**config.mk**
```make
export PLATFORM = sky130hd
export DESIGN_NAME = popcount_window_stats
export DESIGN_NICKNAME = d
export VERILOG_FILES = /design/src/rtl/popcount_window_stats.sv
export SDC_FILE = /design/constraint.sdc
export NUM_CORES = 1
export LEC_CHECK = 0
export ABC_AREA = 1
export CAP_MARGIN = 20
export CORE_ASPECT_RATIO = 0.7
export CORE_MARGIN = 8
export CORE_UTILIZATION = 48
export DETAILED_ROUTE_END_ITERATION = 10
export PLACE_DENSITY = 0.75
export SYNTH_ARGS = -nofsm -noshare
export SYNTH_HDL_FRONTEND = slang
export SYNTH_SLANG_ARGS = --single-unit
export TNS_END_PERCENT = 10
```
**constraint.sdc**
```tcl
create_clock -name clk_i -period 1.75 [get_ports clk_i]
set_input_delay 0.2625 -clock clk_i [delete_from_list [all_inputs] [get_ports clk_i]]
set_output_delay 0.2625 -clock clk_i [all_outputs]
set_load 0.05 [all_outputs]
```
**src/rtl/popcount_window_stats.sv**
```systemverilog
// Windowed sum/max/min statistics over WINDOW valid popcount samples, with early flush.
// Optional min tracking is built only when POPCOUNT_STATS_MIN_EN is defined; otherwise min_o is 0.
module popcount_window_stats #(
  parameter  int WIDTH  = 7,
  parameter  int WINDOW = 16,
  localparam int CNT_W  = $clog2(WIDTH) + 1,
  localparam int SUM_W  = $clog2(WIDTH * WINDOW + 1),
  localparam int SMP_W  = $clog2(WINDOW + 1)
) (
  input  logic             clk_i,
  input  logic             srst_i,
  input  logic [CNT_W-1:0] cnt_i,
  input  logic             cnt_val_i,
  input  logic             flush_i,
  output logic [SUM_W-1:0] sum_o,
  output logic [CNT_W-1:0] max_o,
  output logic [CNT_W-1:0] min_o,
  output logic [SMP_W-1:0] samples_o,
  output logic             stats_val_o
);

  // state   | meaning
  // S_EMPTY | no samples accumulated
  // S_ACC   | 1..WINDOW-1 samples accumulated
  typedef enum logic {S_EMPTY, S_ACC} state_t;

  state_t r_state, w_state_nxt;

  logic [SUM_W-1:0] r_acc_sum, w_new_sum, w_fin_sum, r_sum;
  logic [CNT_W-1:0] r_acc_max, w_new_max, w_fin_max, r_max;
  logic [SMP_W-1:0] r_acc_n,   w_new_n,   w_fin_n,   r_samples;
  logic [CNT_W-1:0] w_cnt;
  logic             w_held, w_close, r_stats_val;

  always_comb begin
    w_cnt       = (cnt_i > CNT_W'(WIDTH)) ? CNT_W'(WIDTH) : cnt_i;
    w_held      = (r_state == S_ACC);
    w_new_sum   = SUM_W'(w_cnt);
    w_new_max   = w_cnt;
    w_new_n     = SMP_W'(1);
    if (w_held) begin
      w_new_sum = r_acc_sum + SUM_W'(w_cnt);
      w_new_max = (w_cnt > r_acc_max) ? w_cnt : r_acc_max;
      w_new_n   = r_acc_n + SMP_W'(1);
    end
    w_fin_sum   = cnt_val_i ? w_new_sum : r_acc_sum;
    w_fin_max   = cnt_val_i ? w_new_max : r_acc_max;
    w_fin_n     = cnt_val_i ? w_new_n   : r_acc_n;
    // A flush only closes a window that actually contains a sample.
    w_close     = (cnt_val_i && (w_new_n == SMP_W'(WINDOW))) ||
                  (flush_i && (cnt_val_i || w_held));
    w_state_nxt = r_state;
    if (w_close)        w_state_nxt = S_EMPTY;
    else if (cnt_val_i) w_state_nxt = S_ACC;
  end

  always_ff @(posedge clk_i or posedge srst_i) begin
    if (srst_i) r_state <= S_EMPTY;
    else        r_state <= w_state_nxt;
  end

  always_ff @(posedge clk_i or posedge srst_i) begin
    if (srst_i) begin
      r_acc_sum <= '0;
      r_acc_max <= '0;
      r_acc_n   <= '0;
    end else if (w_close) begin
      r_acc_sum <= '0;
      r_acc_max <= '0;
      r_acc_n   <= '0;
    end else if (cnt_val_i) begin
      r_acc_sum <= w_new_sum;
      r_acc_max <= w_new_max;
      r_acc_n   <= w_new_n;
    end
  end

  always_ff @(posedge clk_i or posedge srst_i) begin
    if (srst_i) begin
      r_stats_val <= 1'b0;
      r_sum       <= '0;
      r_max       <= '0;
      r_samples   <= '0;
    end else begin
      r_stats_val <= w_close;
      if (w_close) begin
        r_sum     <= w_fin_sum;
        r_max     <= w_fin_max;
        r_samples <= w_fin_n;
      end
    end
  end

`ifdef POPCOUNT_STATS_MIN_EN
  logic [CNT_W-1:0] r_acc_min, w_new_min, w_fin_min, r_min;

  always_comb begin
    w_new_min = w_cnt;
    if (w_held && (r_acc_min < w_cnt)) w_new_min = r_acc_min;
    w_fin_min = cnt_val_i ? w_new_min : r_acc_min;
  end

  always_ff @(posedge clk_i or posedge srst_i) begin
    if (srst_i) begin
      r_acc_min <= '0;
      r_min     <= '0;
    end else begin
      if (w_close)        r_acc_min <= '0;
      else if (cnt_val_i) r_acc_min <= w_new_min;
      if (w_close)        r_min     <= w_fin_min;
    end
  end

  assign min_o = r_min;
`else
  assign min_o = '0;
`endif

  assign sum_o       = r_sum;
  assign max_o       = r_max;
  assign samples_o   = r_samples;
  assign stats_val_o = r_stats_val;

endmodule

```
run_1/met2.png
Scale: 4 px per um.
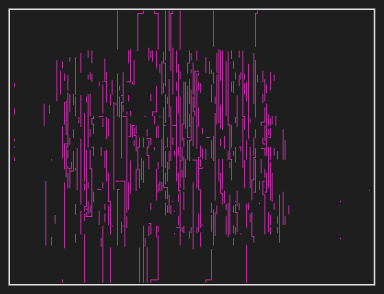
The wires run mostly vertical. The layer carries 1,980 um of wire. The layer holds 44% of the routed length. 243 nets have wire on it. The longest straight run is 24.0 um.

run_1/met3.png
Scale: 6 px per um. Cells faint in the background.
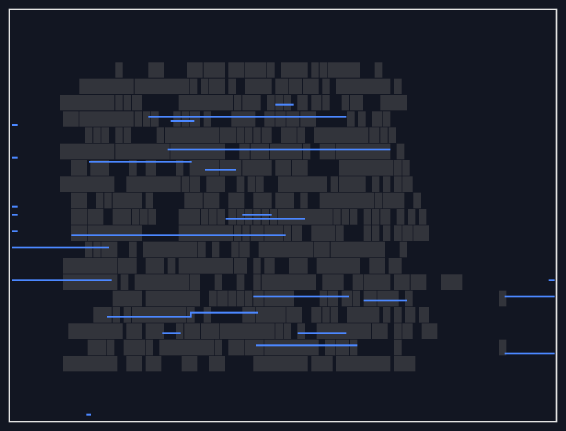
The longest straight run is 36.8 um. The wires run mostly horizontal.
GR Util met3: 3.61%
drt total wl: 4510 um
Vias: 1,672

run_1/met1.png
Scale: 4 px per um. Supply wires on this layer in gray. Cells faint in the background.
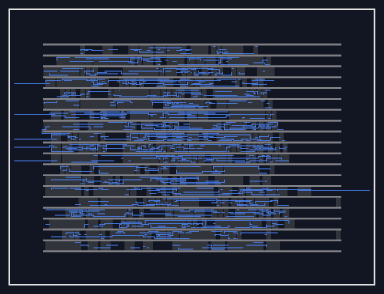
282 nets have wire on it. The layer carries 2,190 um of wire. The layer holds 49% of the routed length.
M1 GR Usage: 20.1%

run_1/final_congestion.png
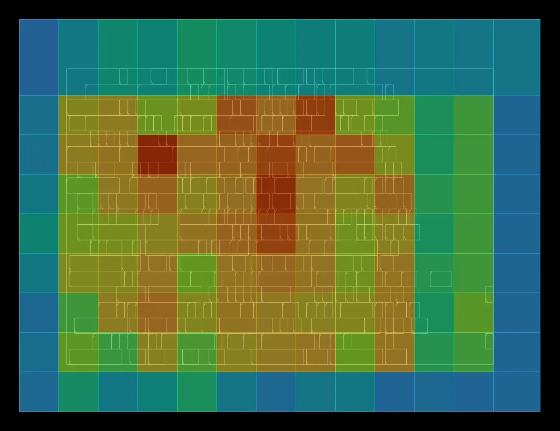
M2 GR Usage: 21.1%
Util after Layout: 63.7%
Total GRT Usage: 14.5%
WL/cell: 13.4 um
Most Crowded Layer GR: met2

-- run 1: layout by cell type, fill, tap and decap left out --
cell type / count
o221ai_1: 1
o21ai_2: 10
or2_4: 1
nand3_2: 6
buf_6: 1
a21oi_1: 5
clkinv_2: 1
nand2_2: 3
nand3b_1: 1
clkbuf_8: 6
nand2_1: 70
o21bai_1: 1
dlygate4sd2_1: 1
buf_12: 1
a21oi_2: 3
o21ai_1: 1
inv_6: 1
conb_1: 6
nor3_1: 1
dfrtp_1: 34
buf_4: 33
nand3_1: 12
nor2_1: 23
nor2_2: 5
inv_2: 3
ha_2: 2
clkdlybuf4s50_1: 5
nand4_1: 2
inv_1: 24
o221ai_2: 1
o21ai_0: 9
ha_4: 3
ha_1: 3
clkbuf_1: 1
nand2_4: 1
dlymetal6s2s_1: 2
fa_2: 1
-- run 1: worst paths after layout --
kind / to / slack [ns] / cells after the start
worst max-delay path: sum_o[2]$_DFFE_PP0N_ / 0.02 / 8
min in group clk_i: samples_o[3]$_DFFE_PP0N_ / 0.48 / 2
worst max register to register: max_o[2]$_DFFE_PP0N_ / 0.10 / 10
max in group asynchronous: r_acc_n[1]$_DFF_PP0_ / 1.07 / 3
worst min register to register: samples_o[3]$_DFFE_PP0N_ / 0.48 / 2
worst min-delay path: r_acc_sum[0]$_DFF_PP0_ / 0.38 / 3
-- run 1: sequential cells by signal, summed over array words and instances (netlist names) --
| signal | cells |
|---|---|
| stats_val_o | 1 |
| r_acc_n | 5 |
| max_o | 4 |
| r_acc_max | 4 |
| r_state | 1 |
| r_acc_sum | 7 |
| sum_o | 7 |
| samples_o | 5 |
-- run 1: worst max-delay path: stages --
cell	delay (ns)
clkdlybuf4s50_1	0.41
nor2_2	0.12
inv_2	0.07
buf_4	0.14
fa_2	0.38
or2_4	0.27
a21oi_2	0.17
o21ai_2	0.07
==> flow_summary.json, run 1 <==
{
  "grt_overflow_total": 0,
  "met2_length_um": 1980,
  "crit_start": "cnt_i[1]",
  "clock_buffers": 7,
  "p_int_mw": 1.53,
  "n_all_inverters": 28,
  "grt_pass1_vias": 1499,
  "ys_seq_elements": 34,
  "clock_latency_ns": 0.28,
  "power_leakage_nw": 1.27,
  "netlist_top_cells_count": "nand2_1 (72), dfrtp_1 (34), nor2_1 (27)",
  "synthArstFlopShare_pct": 100,
  "finalClockPeriodUsage_pct": 98.9,
  "ant_nets": 0,
  "status": "finished, final reports clean",
  "fp_util_pct": 49.0,
  "dpl_cell_area_um2": 2240,
  "met1_length_um": 2190,
  "logic_area_um2": 972,
  "seqPwrFrac_pct": 39.0,
  "ys_seq_share_pct": 45.1,
  "peakVddDrop_uv": 797,
  "tap_cells": 52,
  "fin_nets": 300,
  "synth_warnings": 0,
  "power.total_mw": 2.47,
  "cp.arrival_ns": 1.90,
  "fill_cells": 319,
  "final_cells": 336,
  "fin_worst_skew_ns": 0.00664,
  "comb_share_pct": 39.6,
  "h-tree-depth": 2,
  "stdcell_area_um2": 2450,
  "die-height_um": 68.5,
  "port_buffers": 24,
  "cts.sinks": 34,
  "slew_headroom_pct": 66.7,
  "dp.cells": 326,
  "firstDrtPassIters": 4,
  "post-dp-hpwl_um": 3140,
  "r2r_start": "r_acc_max[3]$_DFF_PP0_",
  "dr.max_layer_used": "met4",
  "drcViolationCount": 0,
  "logic_gates": 171,
  "cts_hold_buf": 0,
  "post-place-ws_ns": -0.471,
  "simple_gate_share_pct": 27.9,
  "cp-start-kind": "input port",
  "hold_class": "in2async",
  "numCtsBuffers": 5,
  "drv_cap": 0,
  "signal_buffers": 43,
  "hold_violations": 0,
  "clockNetworkAreaShare_pct": 3.72,
  "grt_pass1_wl_um": 7040,
  "enable_flop_cells": 0,
  "p_sw_share_pct": 38.3,
  "seq_area_um2": 851,
  "largest_area_cell": "dfrtp_1",
  "clkPwrFrac_pct": 23.7,
  "finalSetupTns_ns": 0,
  "openroad.warnings": 27,
  "period_needed_ns": 1.73,
  "fin_ws_ns": 0.0200,
  "ys_cells": 238,
  "synth.top_cell.area_share_pct": 45.1,
  "combinationalPowerShare_pct": 37.3,
  "met3_length_um": 278,
  "path_clk_slew_ns": 0.07,
  "rsz0062_at_grt": "yes",
  "p_seq_uw": 965,
  "antenna_cells": 0,
  "sh_seq_area_pct": 34.7,
  "max_slew.worst_pin.slew_ns": 0.499,
  "flops": 34,
  "post-cts-setup-buffers": 1,
  "critPathKind": "in2reg",
  "xor_share_pct": 0,
  "syn_area_um2": 1890,
  "slew_violations": 0,
  "core_area_um2": 3850,
  "area_dominant_class": "logic gates",
  "ys_sh_mux_pct": 0,
  "first_iter_violations": 134,
  "topCombFamilyByArea": "simple AND/OR/NAND/NOR gates",
  "yosysMostFrequentCell": "nand2_1",
  "synth_cell_type_count": 27,
  "gp_congestion": 0.827,
  "clockBufferDepth": 2,
  "clk-power_uw": 587,
  "die_x_um": 91.0,
  "syn2layout_area_growth_pct": 29.9,
  "setup_viol": 0,
  "chip_area_um2": 6230,
  "yosys-top-cells-area": "dfrtp_1 (45%), nand2_1 (14%), nor2_1 (5.4%)",
  "cts_root_buffer": "clkbuf_8",
  "cp_data_required_time_ns": 1.92,
  "io_pins": 29,
  "synth_top_flop_cell": "dfrtp_1",
  "power.density_nw_per_um2": 1010,
  "antenna_found_initial": 0,
  "fmax_ghz": 0.578,
  "cts_resized": 12,
  "nonClkBufAreaFrac_pct": 14.8,
  "synth_adder_area_share_pct": 6.36,
  "power.switching_uw": 947,
  "via_per_inst": 4.98,
  "end_kind": "register",
  "tritoncts": "yes",
  "std_cell_rows": 19,
  "top_power_group": "sequential cells",
  "whs_ns": 0.376,
  "synth.avg_cell_area_um2": 7.93,
  "grt_max_degree": 35,
  "path_max_fanout": 4,
  "synthCells": 238,
  "drive_above_1_share_pct": 28.9,
  "synthAoiAreaFrac_pct": 10.7
}
--- run 2 (diff from run 1) ---
--- a/config.mk
+++ b/config.mk
@@ -13,2 +13,3 @@
 export DETAILED_ROUTE_END_ITERATION = 10
+export GPL_TIMING_DRIVEN = 1
 export PLACE_DENSITY = 0.75
==> constraint.sdc (replaced) <==
create_clock -name clk_i -period 1.75 [get_ports clk_i]
set_input_delay 0.35 -clock clk_i [delete_from_list [all_inputs] [get_ports clk_i]]
set_output_delay 0.35 -clock clk_i [all_outputs]
set_load 0.05 [all_outputs]
run_2/met1.png
Scale: 4 px per um. Supply wires on this layer in gray. Cells faint in the background.
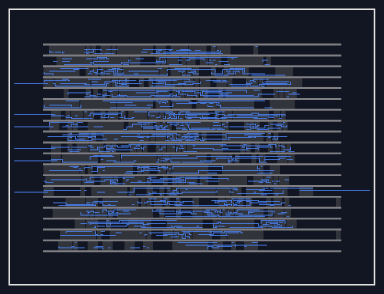
drt total wl: 4750 um
Vias: 1,694
M1 GR Usage: 21.9%

==> flow_summary.json, run 2 <==
{
  "status": "finished, final reports clean",
  "power_leakage_nw": 1.29,
  "layout_top_cell": "nand2_1",
  "path_clk_slew_ns": 0.07,
  "crit_path_top_delay_cell": "dfrtp_1",
  "mostFrequentLayoutCells": "nand2_1 (68), buf_4 (36), dfrtp_1 (34), inv_1 (24), nor2_1 (23)",
  "fmax_ghz": 0.601,
  "largest_area_cell": "dfrtp_1",
  "top_power_group": "sequential cells",
  "p_seq_uw": 970,
  "synthAoiAreaFrac_pct": 10.7,
  "synth_top_flop_cell": "dfrtp_1",
  "ys_seq_share_pct": 45.1,
  "power.density_nw_per_um2": 1010,
  "hold_class": "in2async",
  "fin_worst_skew_ns": 0.00667,
  "cp-start-kind": "register",
  "synth_adder_area_share_pct": 6.36,
  "worst-path-stages": 10,
  "tritoncts": "yes",
  "grt_pass1_wl_um": 8010,
  "die-height_um": 68.5,
  "critPathKind": "reg2reg",
  "cp_data_required_time_ns": 1.94,
  "cts.sinks": 34,
  "top_usage_layer": "met2",
  "grt_max_degree": 35,
  "via_per_inst": 5.01,
  "simple_gate_share_pct": 27.9,
  "enable_flop_cells": 0,
  "h-tree-depth": 2,
  "clock_latency_ns": 0.29,
  "cts_root_buffer": "clkbuf_8",
  "clk-power_uw": 616,
  "synthCells": 238,
  "ys_sh_mux_pct": 0,
  "antenna_cells": 0,
  "drcViolationCount": 0,
  "ant_nets": 0,
  "crit_path_frequent_cell": "nand2_1",
  "met2_length_um": 2070,
  "track_usage_pct": 16.5,
  "p_comb_uw": 955,
  "slew_violations": 0,
  "firstDrtPassIters": 4,
  "antenna_found_initial": 0,
  "peakVddDrop_uv": 787,
  "std_cell_rows": 19,
  "die_x_um": 91.0,
  "end_kind": "register",
  "path_cells": "inv_1 -> ha_1 -> nand2_1 -> nor2_2 -> a21oi_1 -> nand2_2 -> nand2_2 -> nand2_1 -> nand3_2 -> nand2_1",
  "post-dp-hpwl_um": 3240,
  "grt_overflow_total": 0,
  "io_pins": 29,
  "ys_seq_elements": 34,
  "hold_violations": 0,
  "clockBufferDepth": 2,
  "cpLargestDelayFamily": "simple AND/OR/NAND/NOR gates",
  "met3_length_um": 271,
  "drive_above_1_share_pct": 32.5,
  "rr_worst_depth": 10,
  "xor_share_pct": 0,
  "syn2layout_area_growth_pct": 33.9,
  "setup_viol": 0,
  "synth.avg_cell_area_um2": 7.93,
  "yosysMostFrequentCell": "nand2_1",
  "synth.top_cell.area_share_pct": 45.1,
  "finalClockPeriodUsage_pct": 95.0,
  "core_area_um2": 3850,
  "finalSetupTns_ns": 0,
  "combinationalPowerShare_pct": 37.6,
  "fin_nets": 302,
  "seqPwrFrac_pct": 38.2,
  "cpPeakStageDelay_ns": 0.40,
  "clkPwrFrac_pct": 24.2,
  "wl_per_cell_um": 14.1,
  "ys_cells": 238,
  "power.total_mw": 2.54,
  "power.switching_uw": 997,
  "path_max_fanout": 4,
  "numCtsBuffers": 5,
  "drv_cap": 0,
  "netlist_top_cells_count": "nand2_1 (72), dfrtp_1 (34), nor2_1 (27)",
  "synth_warnings": 0,
  "synth_cell_type_count": 27,
  "grt_pass1_vias": 1667,
  "first_iter_violations": 105,
  "yosys-top-cells-area": "dfrtp_1 (45%), nand2_1 (14%), nor2_1 (5.4%)",
  "openroad.warnings": 27,
  "p_sw_share_pct": 39.2,
  "chip_area_um2": 6230,
  "port_buffers": 24,
  "met1_length_um": 2330,
  "fill_cells": 311,
  "fp_util_pct": 49.0,
  "yosysChipArea_um2": 1890,
  "cp.arrival_ns": 1.85,
  "use_met2_pct": 25.9,
  "gp_congestion": 0.830,
  "topCombFamilyByArea": "simple AND/OR/NAND/NOR gates",
  "syn_area_um2": 1890,
  "period_needed_ns": 1.66,
  "cts_hold_buf": 0,
  "synthArstFlopShare_pct": 100,
  "crit_buf_inv": 1,
  "dr.max_layer_used": "met4",
  "p_int_mw": 1.54
}
run_2/met3.png
Scale: 6 px per um. Cells faint in the background.
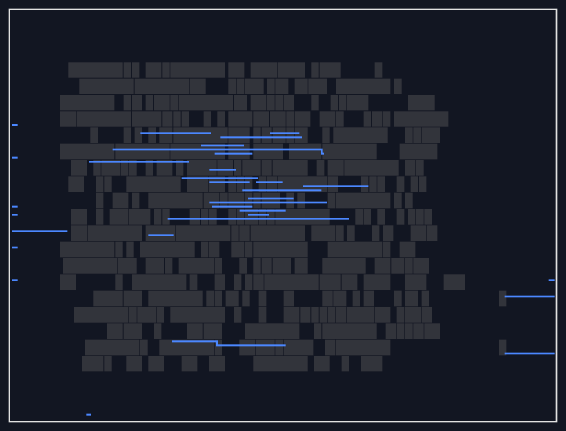
28 nets have wire on it. The layer carries 272 um of wire. The wires run mostly horizontal. The longest straight run is 34.7 um.
GR Util met3: 3.29%

==> run 2: cell counts after synthesis <==
Identical to the previous run, type by type.
==> run 2: worst paths after layout <==
path | startpoint | end | slack, ns
min in group clk_i | samples_o[0]$_DFFE_PP0N_ | samples_o[0]$_DFFE_PP0N_ | 0.49
worst max-delay path | r_acc_max[3]$_DFF_PP0_ | max_o[2]$_DFFE_PP0N_ | 0.09
worst max register to register | r_acc_max[3]$_DFF_PP0_ | max_o[2]$_DFFE_PP0N_ | 0.09
max in group asynchronous | srst_i | r_acc_n[2]$_DFF_PP0_ | 1.00
worst min-delay path | srst_i | r_acc_sum[6]$_DFF_PP0_ | 0.45
worst min register to register | samples_o[0]$_DFFE_PP0N_ | samples_o[0]$_DFFE_PP0N_ | 0.49
==> run 2: area by class of cell <==
cell class,instances,area [um2],share of cell area [%]
clock buffers,6,82.6,3.27
clock inverters,2,12.5,0.495
inverters,28,108,4.26
multi-input cells,171,1040,41.1
flip-flops and latches,34,851,33.7
well taps,52,65.1,2.57
repair buffers,45,370,14.7
==> run 2: metrics by stage <==
step           utilization [%]  hold WS [ns]  instance area [um2]  instances  worst slack (ns)
4_1_cts                   63.2         0.463                 2430        336           -0.0426
2_1_floorplan                -         0.492                 1910        243            0.0159
6_report                  65.6         0.450                 2530        338            0.0870
5_1_grt                   65.6         0.497                 2530        338         -0.000572
3_5_place_dp              58.2         0.466                 2240        327            -0.585
3_3_place_gp              58.2         0.466                 2240        327            -0.504
==> run 2: kinds of logic after synthesis <==
logic type	count (synthesis)
compound gates	31
flops	34
other cells	1
buf+inv	38
fa+ha+maj	9
simple gates	125
==> run 2: timing repair <==
action | in CTS | in global routing
pin swaps | 9 | 16
gates cloned | 0 | 0
setup endpoints to repair | 20 | 24
setup buffers | 1 | 2
resized | 24 | 19
--- run 3 (diff from run 2) ---
SKIP_LAST_GASP = 1   (was default)
run_3/met1.png
Scale: 4 px per um. Supply wires on this layer in gray. Cells faint in the background.
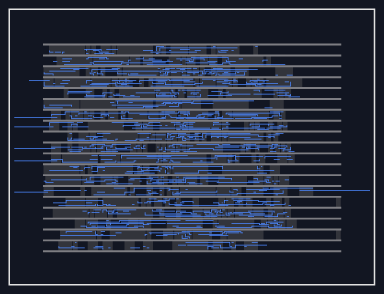
The layer holds 48% of the routed length. The layer carries 2,310 um of wire. 284 nets have wire on it.

==> flow_summary.json, run 3 <==
{
  "violations": "negative setup slack",
  "antenna_found_initial": 0,
  "first_iter_violations": 87,
  "grt_overflow_total": 0,
  "dp.cells": 327,
  "synth_top_flop_cell": "dfrtp_1",
  "die_x_um": 91.0,
  "drv_cap": 0,
  "peakVddDrop_uv": 779,
  "fmax_ghz": 0.554,
  "met3_length_um": 259,
  "crit_start": "cnt_val_i",
  "hold_class": "in2async",
  "period_needed_ns": 1.81,
  "use_met2_pct": 25.9,
  "mostFrequentLayoutCells": "nand2_1 (68), buf_4 (35), dfrtp_1 (34), inv_1 (23), nor2_1 (22)",
  "power.density_nw_per_um2": 1010,
  "io_pins": 29,
  "chip_area_um2": 6230,
  "cp.arrival_ns": 2.03,
  "slew_violations": 0,
  "via_per_inst": 5.03,
  "synth_adder_area_share_pct": 6.36,
  "ys_seq_elements": 34,
  "fin_nets": 302,
  "synthAoiAreaFrac_pct": 10.7,
  "post-place-ws_ns": -0.585,
  "netlist_top_cells_count": "nand2_1 (72), dfrtp_1 (34), nor2_1 (27)",
  "reg2reg_to": "r_acc_max[1]$_DFF_PP0_",
  "ys_sh_mux_pct": 0,
  "antenna_cells": 0,
  "whs_ns": 0.448,
  "dpl_cell_area_um2": 2240,
  "grt_pass1_wl_um": 8010,
  "fin_worst_skew_ns": 0.00959,
  "top_usage_layer": "met2",
  "stdcell_area_um2": 2520,
  "status": "complete, but fails checks",
  "syn_area_um2": 1890,
  "synth.avg_cell_area_um2": 7.93,
  "enable_flop_cells": 0,
  "core_area_um2": 3850,
  "synth.top_cell.area_share_pct": 45.1,
  "std_cell_rows": 19,
  "crit_end": "sum_o[2]$_DFFE_PP0N_",
  "critPathKind": "in2reg",
  "path_clk_slew_ns": 0.08,
  "synthCells": 238,
  "port_buffers": 24,
  "h-tree-depth": 2,
  "tritoncts": "yes",
  "hold_violations": 0,
  "clock_latency_ns": 0.29,
  "fin_util_pct": 65.4,
  "cts_hold_buf": 0,
  "ys_cells": 238,
  "cts_root_buffer": "clkbuf_8",
  "layout_top_cell": "nand2_1",
  "syn2layout_area_growth_pct": 33.3,
  "end_kind": "register",
  "path_max_fanout": 14,
  "numCtsBuffers": 5,
  "power.total_mw": 2.54,
  "finalSetupTns_ns": -0.0748,
  "cp_data_required_time_ns": 1.97,
  "rr_worst_depth": 10,
  "met2_length_um": 2150,
  "yosys-top-cells-area": "dfrtp_1 (45%), nand2_1 (14%), nor2_1 (5.4%)",
  "xor_share_pct": 0,
  "met1_usage_pct": 21.7,
  "clockBufferDepth": 2,
  "drcViolationCount": 0,
  "r2r_start": "r_acc_max[3]$_DFF_PP0_",
  "simple_gate_share_pct": 27.9,
  "met1_length_um": 2310,
  "setup_viol": 2,
  "cts.sinks": 34,
  "fin_ws_ns": -0.0561,
  "synth_warnings": 0,
  "synthArstFlopShare_pct": 100,
  "gp_congestion": 0.830,
  "synth_cell_type_count": 27,
  "post-dp-hpwl_um": 3240,
  "fp_util_pct": 49.0,
  "finalClockPeriodUsage_pct": 103,
  "largest_area_cell": "dfrtp_1",
  "die-height_um": 68.5,
  "ys_seq_share_pct": 45.1,
  "topCombFamilyByArea": "simple AND/OR/NAND/NOR gates",
  "dr.max_layer_used": "met4",
  "final_cells": 338,
  "openroad.warnings": 28,
  "drive_above_1_share_pct": 32.2,
  "ff2ff_setup_slack_ns": 0.07,
  "firstDrtPassIters": 4,
  "wl_per_cell_um": 14.2,
  "yosysMostFrequentCell": "nand2_1",
  "grt_max_degree": 35,
  "power_leakage_nw": 1.29,
  "track_usage_pct": 16.5,
  "grt_pass1_vias": 1639,
  "yosysChipArea_um2": 1890,
  "rsz0062_at_grt": "yes",
  "cp-start-kind": "input port",
  "ant_nets": 0
}
run_3/met3.png
Scale: 6 px per um. Cells faint in the background.
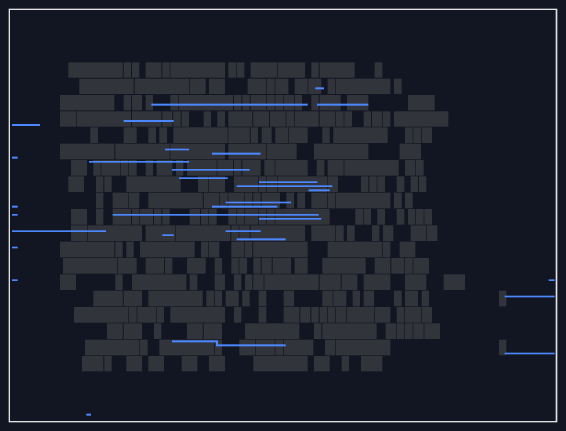
25 nets have wire on it. The wires run mostly horizontal. The layer holds 5.4% of the routed length.
drt total wl: 4810 um
GR Util met3: 3.40%
Vias: 1,701

[run 3: worst min path at each step]
stage | to | start | cells after the start | slack, ns
after detailed placement | max_o[0]$_DFFE_PP0N_ | max_o[0]$_DFFE_PP0N_ | 2 | 0.47
after global placement | samples_o[0]$_DFFE_PP0N_ | samples_o[0]$_DFFE_PP0N_ | 2 | 0.47
after floorplan | max_o[0]$_DFFE_PP0N_ | srst_i | 1 | 0.49
after global routing | samples_o[3]$_DFFE_PP0N_ | srst_i | 3 | 0.50
after CTS | max_o[3]$_DFFE_PP0N_ | srst_i | 3 | 0.46
final | r_acc_sum[2]$_DFF_PP0_ | srst_i | 3 | 0.45
[run 3: area by class of cell]
type                    instances  area, um2
fillers                       314       1330
multi-input cells             171       1020
flip-flops and latches         34        851
repair buffers                 45        374
inverters                      28        108
clock buffers                   6       82.6
well taps                      52       65.1
clock inverters                 2       12.5
[run 3: cells by family after synthesis]
| kind of cell | Yosys count |
|---|---|
| adders and majority gates | 9 |
| DFF | 34 |
| AOI/OAI and AO/OA | 31 |
| and+or+nand+nor | 125 |
| buffers and inverters | 38 |
| other | 1 |
[run 3: what timing repair did]
item	4_1_cts	5_1_grt
gates resized	21	21
buffers inserted	1	2
pin swaps	9	10
setup endpoints to repair	20	24
[run 3: critical path, cell delays in order]
cell	delay, ns
clkdlybuf4s50_1	0.55
buf_4	0.28
nand2_1	0.13
buf_4	0.16
o21ai_0	0.34
a21oi_4	0.07
o21ai_2	0.14
[run 3: report_power, final]
group	switching, mW	leakage [nW]	internal (mW)
Clock	0.298	0.0472	0.316
Combinational	0.622	0.806	0.336
Sequential	0.0787	0.438	0.891
Total	0.999	1.29	1.54
Power and IR drop assume default switching activity.
